$ cat src/rtl/key_cond_pkg.sv
// key_cond_pkg: shared types and defaults for the door-controller input conditioning stage.
//   db_state_t      : per-channel debounce FSM state (STABLE, CHECK)
//   DEBOUNCE_CYC_DEF: default debounce window in clk2m cycles (10 ms at 2 MHz)
//   SYNC_STAGES_DEF : default synchroniser depth
package key_cond_pkg;

    typedef enum logic [0:0] {
        STABLE = 1'b0,
        CHECK  = 1'b1
    } db_state_t;

    localparam int DEBOUNCE_CYC_DEF = 20000;
    localparam int SYNC_STAGES_DEF  = 2;

endpackage

$ cat src/rtl/key_cond_1596_debounce_ch.sv
// debounce_ch: one channel of synchroniser plus debounce FSM.
//   clk2m    in  : system clock
//   rst_n    in  : asynchronous active-low reset
//   din      in  : raw active-high level (asynchronous)
//   dout     out : debounced, registered level
//   dout_nxt out : value dout takes at the next edge (lets the top build an
//                  edge pulse that lands in the same cycle as the level change)
module debounce_ch
    import key_cond_pkg::*;
#(
    parameter int DEBOUNCE_CYC = DEBOUNCE_CYC_DEF,
    parameter int SYNC_STAGES  = SYNC_STAGES_DEF
) (
    input  logic clk2m,
    input  logic rst_n,
    input  logic din,
    output logic dout,
    output logic dout_nxt
);

    localparam int CW = $clog2(DEBOUNCE_CYC);
    localparam logic [CW-1:0] TERM = CW'(DEBOUNCE_CYC - 1);

    logic [SYNC_STAGES-1:0] sync;
    logic [CW-1:0]          cnt;
    db_state_t              state;
    logic                   s;

    assign s        = sync[SYNC_STAGES-1];
    assign dout_nxt = dout ^ (state == CHECK && s != dout && cnt == TERM);

    always_ff @(posedge clk2m or negedge rst_n)
        if (!rst_n)
            sync <= '0;
        else
            sync <= {sync[SYNC_STAGES-2:0], din};

    // cnt counts consecutive cycles the sample has differed from dout;
    // it stops at TERM so it can never wrap.
    always_ff @(posedge clk2m or negedge rst_n)
        if (!rst_n) begin
            state <= STABLE;
            cnt   <= '0;
            dout  <= 1'b0;
        end else begin
            case (state)
                STABLE:
                    if (s != dout) begin
                        state <= CHECK;
                        cnt   <= CW'(1);
                    end else
                        cnt <= '0;
                CHECK:
                    if (s == dout) begin
                        state <= STABLE;
                        cnt   <= '0;
                    end else if (cnt == TERM) begin
                        state <= STABLE;
                        cnt   <= '0;
                        dout  <= ~dout;
                    end else
                        cnt <= cnt + 1'b1;
                default: begin
                    state <= STABLE;
                    cnt   <= '0;
                end
            endcase
        end

endmodule

$ cat src/rtl/key_cond_1596.sv
// key_cond_1596: synchronises and debounces the door buttons and limit sensors.
//   rst_n          in  : asynchronous active-low reset
//   clk2m          in  : 2 MHz system clock
//   key_up_n       in  : raw "open" button, active-low
//   key_down_n     in  : raw "close" button, active-low
//   sense_up_raw   in  : raw upper limit switch, active-high
//   sense_down_raw in  : raw lower limit switch, active-high
//   key_up/key_down/sense_up/sense_down out : debounced active-high levels
//   key_up_pulse/key_down_pulse out : one-cycle press pulses, present only
//                    when KEY_COND_PULSE_EN is defined
module key_cond_1596
    import key_cond_pkg::*;
#(
    parameter int DEBOUNCE_CYC = DEBOUNCE_CYC_DEF,
    parameter int SYNC_STAGES  = SYNC_STAGES_DEF
) (
    input  logic rst_n,
    input  logic clk2m,
    input  logic key_up_n,
    input  logic key_down_n,
    input  logic sense_up_raw,
    input  logic sense_down_raw,
    output logic key_up,
    output logic key_down,
    output logic sense_up,
    output logic sense_down
`ifdef KEY_COND_PULSE_EN
    ,
    output logic key_up_pulse,
    output logic key_down_pulse
`endif
);

    // Keys are inverted at the pin so that the synchroniser's reset value
    // of 0 means "not pressed" on every channel.
    logic [3:0] raw;
    logic [3:0] lvl;
    logic [3:0] nxt;

    assign raw = {sense_down_raw, sense_up_raw, ~key_down_n, ~key_up_n};
    assign {sense_down, sense_up, key_down, key_up} = lvl;

    for (genvar i = 0; i < 4; i++) begin : g_ch
        debounce_ch #(
            .DEBOUNCE_CYC(DEBOUNCE_CYC),
            .SYNC_STAGES (SYNC_STAGES)
        ) u_ch (
            .clk2m   (clk2m),
            .rst_n   (rst_n),
            .din     (raw[i]),
            .dout    (lvl[i]),
            .dout_nxt(nxt[i])
        );
    end

`ifdef KEY_COND_PULSE_EN
    logic unused_nxt;
    assign unused_nxt = ^nxt[3:2];

    // Registered from the next level so the pulse coincides with the rising level.
    always_ff @(posedge clk2m or negedge rst_n)
        if (!rst_n) begin
            key_up_pulse   <= 1'b0;
            key_down_pulse <= 1'b0;
        end else begin
            key_up_pulse   <= nxt[0] & ~lvl[0];
            key_down_pulse <= nxt[1] & ~lvl[1];
        end
`else
    logic unused_nxt;
    assign unused_nxt = ^nxt;
`endif

endmodule
$ cat config.mk
export PLATFORM = sky130hd
export DESIGN_NAME = key_cond_1596
export DESIGN_NICKNAME = d
export VERILOG_FILES = /design/src/rtl/key_cond_pkg.sv /design/src/rtl/key_cond_1596_debounce_ch.sv /design/src/rtl/key_cond_1596.sv
export SDC_FILE = /design/constraint.sdc
export NUM_CORES = 1
export LEC_CHECK = 0
export ABC_AREA = 1
export CAP_MARGIN = 10
export CORE_MARGIN = 2
export CORE_UTILIZATION = 60
export CTS_BUF_LIST = sky130_fd_sc_hd__clkbuf_8
export DETAILED_ROUTE_END_ITERATION = 10
export PLACE_DENSITY_LB_ADDON = 0.15
export SLEW_MARGIN = 15
export SYNTH_ARGS = -nofsm -noshare
export SYNTH_HDL_FRONTEND = slang
export SYNTH_SLANG_ARGS = --single-unit
$ cat constraint.sdc
create_clock -name clk2m -period 2.6 [get_ports clk2m]
set_clock_uncertainty 0.1 [all_clocks]
set_input_delay 0.52 -clock clk2m [delete_from_list [all_inputs] [get_ports clk2m]]
set_output_delay 0.52 -clock clk2m [all_outputs]
set_load 0.02 [all_outputs]
m1.png
Scale bar: 20 µm. Supply wires on this layer in grey. Cells faint in the background.
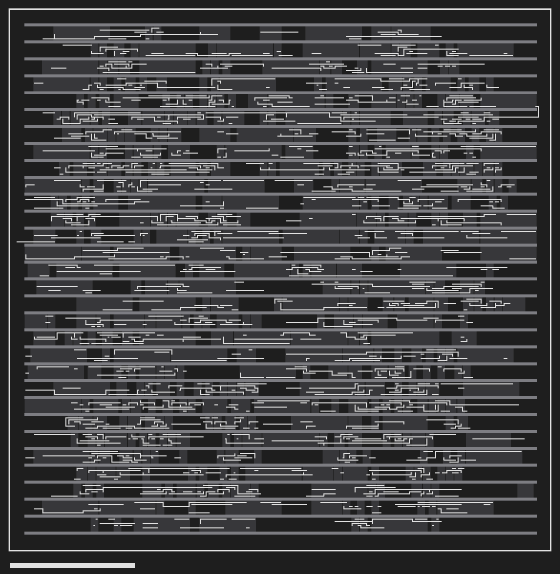
longest straight run = 26.2 µm
main direction = horizontal
nets with wire on the layer = 498

sizing.png
Scale bar: 20 µm.
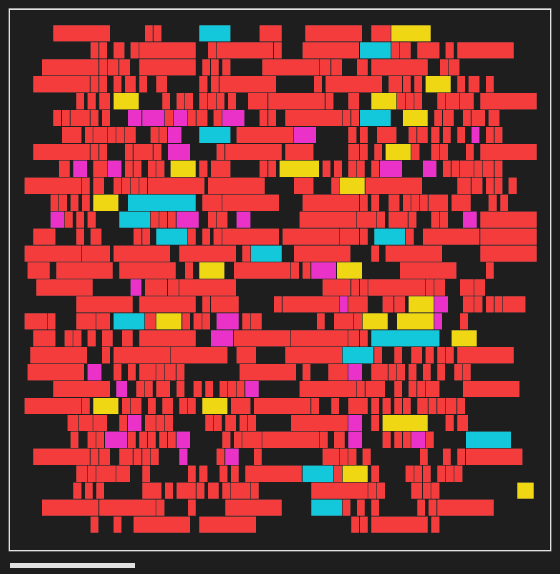
magenta -> x2  # cells 35
red -> x1 and smaller  # cells 460
yellow -> x3 and x4  # cells 22
cyan -> x6 and larger  # cells 15

congestion_map.png
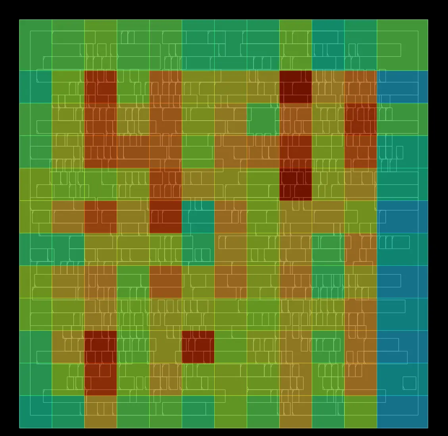
most crowded layer after global routing: met2
post-detailed-route wirelength per cell: 11.7 µm
total global-route track usage: 22.1%
met3 Usage GRT: 4.38%
GR Layer Usage met1: 30.2%

m2.png
Scale bar: 20 µm. Cells faint in the background.
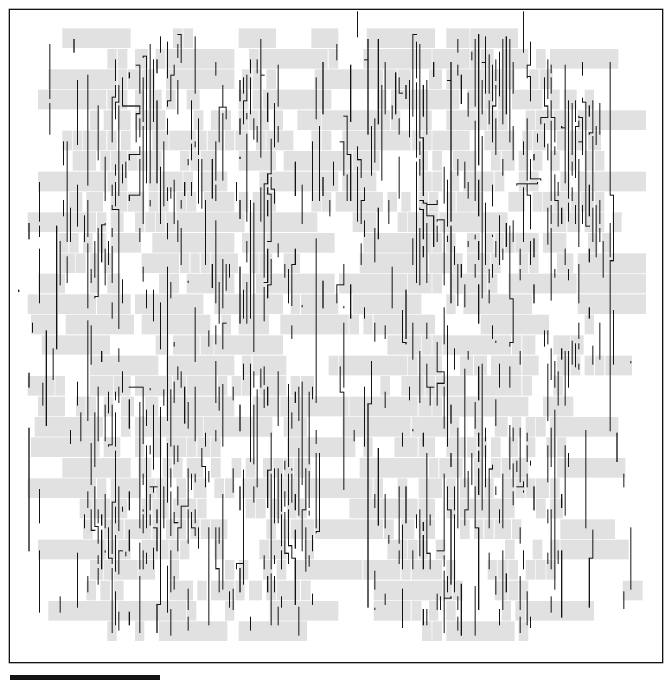
share of all routed wire = 45%
main direction = vertical
longest straight run = 27.0 µm

==> Slide: Implementation Results <==
Run Summary

Timing
  • Final cycle utilization of the critical path: 76.5%
  • Top achievable clock speed: 0.503 GHz
  • Crit path setup slack, layout: 0.610 ns
  • Final Hold Violating Endpoints: 0
  • Worst slack on hold paths: 0.00469 ns
  • Final setup fails: 0
  • Sum of negative setup slack: 0 ns
  • Pins over their slew limit: 0
  • RSZ-0062 raised after global routing: no
  • Actual slew at the worst max-slew pin: 0.498 ns
  • Time the worst path needs with I/O delays and setup: 1.99 ns

Clocking
  • H-Tree Depth: 3
  • Hold Buf Count CTS: 0
  • Insertion Delay late pin: around 0.35 ns
  • CTS Buf Count: 9
  • Clock sink count: 76
  • CTS tree: yes
  • Clock slew seen by the registers of the worst setup and hold paths: 0.08 ns
  • CTS root buffer: clkbuf_8
  • Quantity of gates resized following cts: 0
  • Largest buffer count on any clock path: 2

Floorplan
  • Die Span X: a little under 90 µm
  • DIE AREA: 7520 µm²
  • Vertical die dimension: ~87 µm
  • Core utilization at floorplan: 61.1%
  • Number of ports placed on the die boundary: 10

Critical path
  • Length in cells of the worst reg-to-reg path: 8
  • R2r startpoint: g_ch[2].u_ch.cnt[0]$_DFF_PN0_
  • Slack of the worst reg-to-reg path: 1.05 ns
  • Launching instance or port of the critical path: g_ch[0].u_ch.dout$_DFFE_PN0P_
  • Ordered list of cells on the worst path: clkdlybuf4s50_1
  • Maximum single-stage delay on the critical path: about 0.62 ns
  • Category of cells accounting for the largest share of critical-path delay: buffers and inverters
  • Crit-path max FO: 3
  • Cell count along the critical path: 1
  • Arr. time, crit path: 1.37 ns
  • Capture point of the worst path: key_up
  • Startpoint types: flop
  • End of the worst register-to-register path: g_ch[2].u_ch.cnt[0]$_DFF_PN0_
  • Data required time of the worst path: 1.98 ns

Logic synthesis
  • Number of flops mapped to enable cells by yosys: 0
  • Cells after Synth: 507
  • Mux contribution to synthesized area: 0%
  • Total standard cell area after synthesis: 4110 µm²
  • Post-synth seq share: 46.3%
  • Cell count in the Yosys report: 507
  • Fraction of synthesized cell area in xor and xnor cells: 5.76%
  • Area reported by Yosys stat: 4110 µm²
  • Yosys aoi share: between 3 and 4%
  • Post-synth top area cell: dfrtp_1
  • Number of warning messages in the yosys log: 0
  • Synth top area share: between 40% and 50%
  • Cells taking the most area after synthesis: dfrtp_1 (46%), nand2_1 (10%), nor2_1 (9.5%)
  • Synth Register Bits: 76
  • Leading cell types by count after synthesis: nand2_1 (109), nor2_1 (104), dfrtp_1 (76)

Place
  • Routability cong.: 0.860
  • PortBufs: 9
  • Dpl cell area: approximately 4300 µm²

Routing
  • Count of TritonRoute iterations in the first routing pass: 4
  • Via density: 5.18
  • Routed met2 length: about 3200 µm
  • Iter 0 DRT Violations: between 100 and 150
  • Vias post-DR: 3171
  • Highest metal layer with signal wires: met4
  • Final routed wirelength across all metal layers: around 7200 µm
  • Met3 Routed Length: 242 µm

Power and ir drop
  • Internal power contribution: 1.87 mW
  • Top Consumer: registers
  • Leakage power: about 1.9 nW
  • Clock network power: 1.03 mW
  • Sequential power: about 1.2 mW
  • Proportion of power drawn by combinational gates: 5.3%
  • Power in combinational cells: between 0.1 and 0.15 mW
  • Clock power frac: 43.2%

Global route
  • Pin count of the biggest net entering global routing: 45
  • Sum of overflow across all layers after global routing: 0
  • Vias in the first global route: slightly above 3000
  • First-pass GRT wire length: 13300 µm
  • M2 GR Usage: 34.5%

Cells and area
  • Non-Clock Buffer Count: 10
  • Antenna cell count: 0
  • Number of flip-flops and latches: 76
  • Clkbuf count: 12
  • Number of non-filler instances in the completed layout: 612
  • Final layout net count: roughly 540
  • Flip-flop and latch share of the layout cell area: 41.9%
  • Most numerous logic cells after layout: nand2_1 (109), nor2_1 (104), dfrtp_1 (76)
  • Max reg flops: around 60
  • Filler Cells Inserted: roughly 560
  • Non-clock inverter count: around 65
  • Post-Route Utilization: 67.6%
  • Biggest registers after layout: g_ch.u_ch.cnt x60, g_ch.u_ch.sync x8

Flow run
  • Number of warnings the tools reported: 26

Outcome
  • Outcome: finished clean
Power figures rest on the tool's default switching activity, not on a simulated workload.
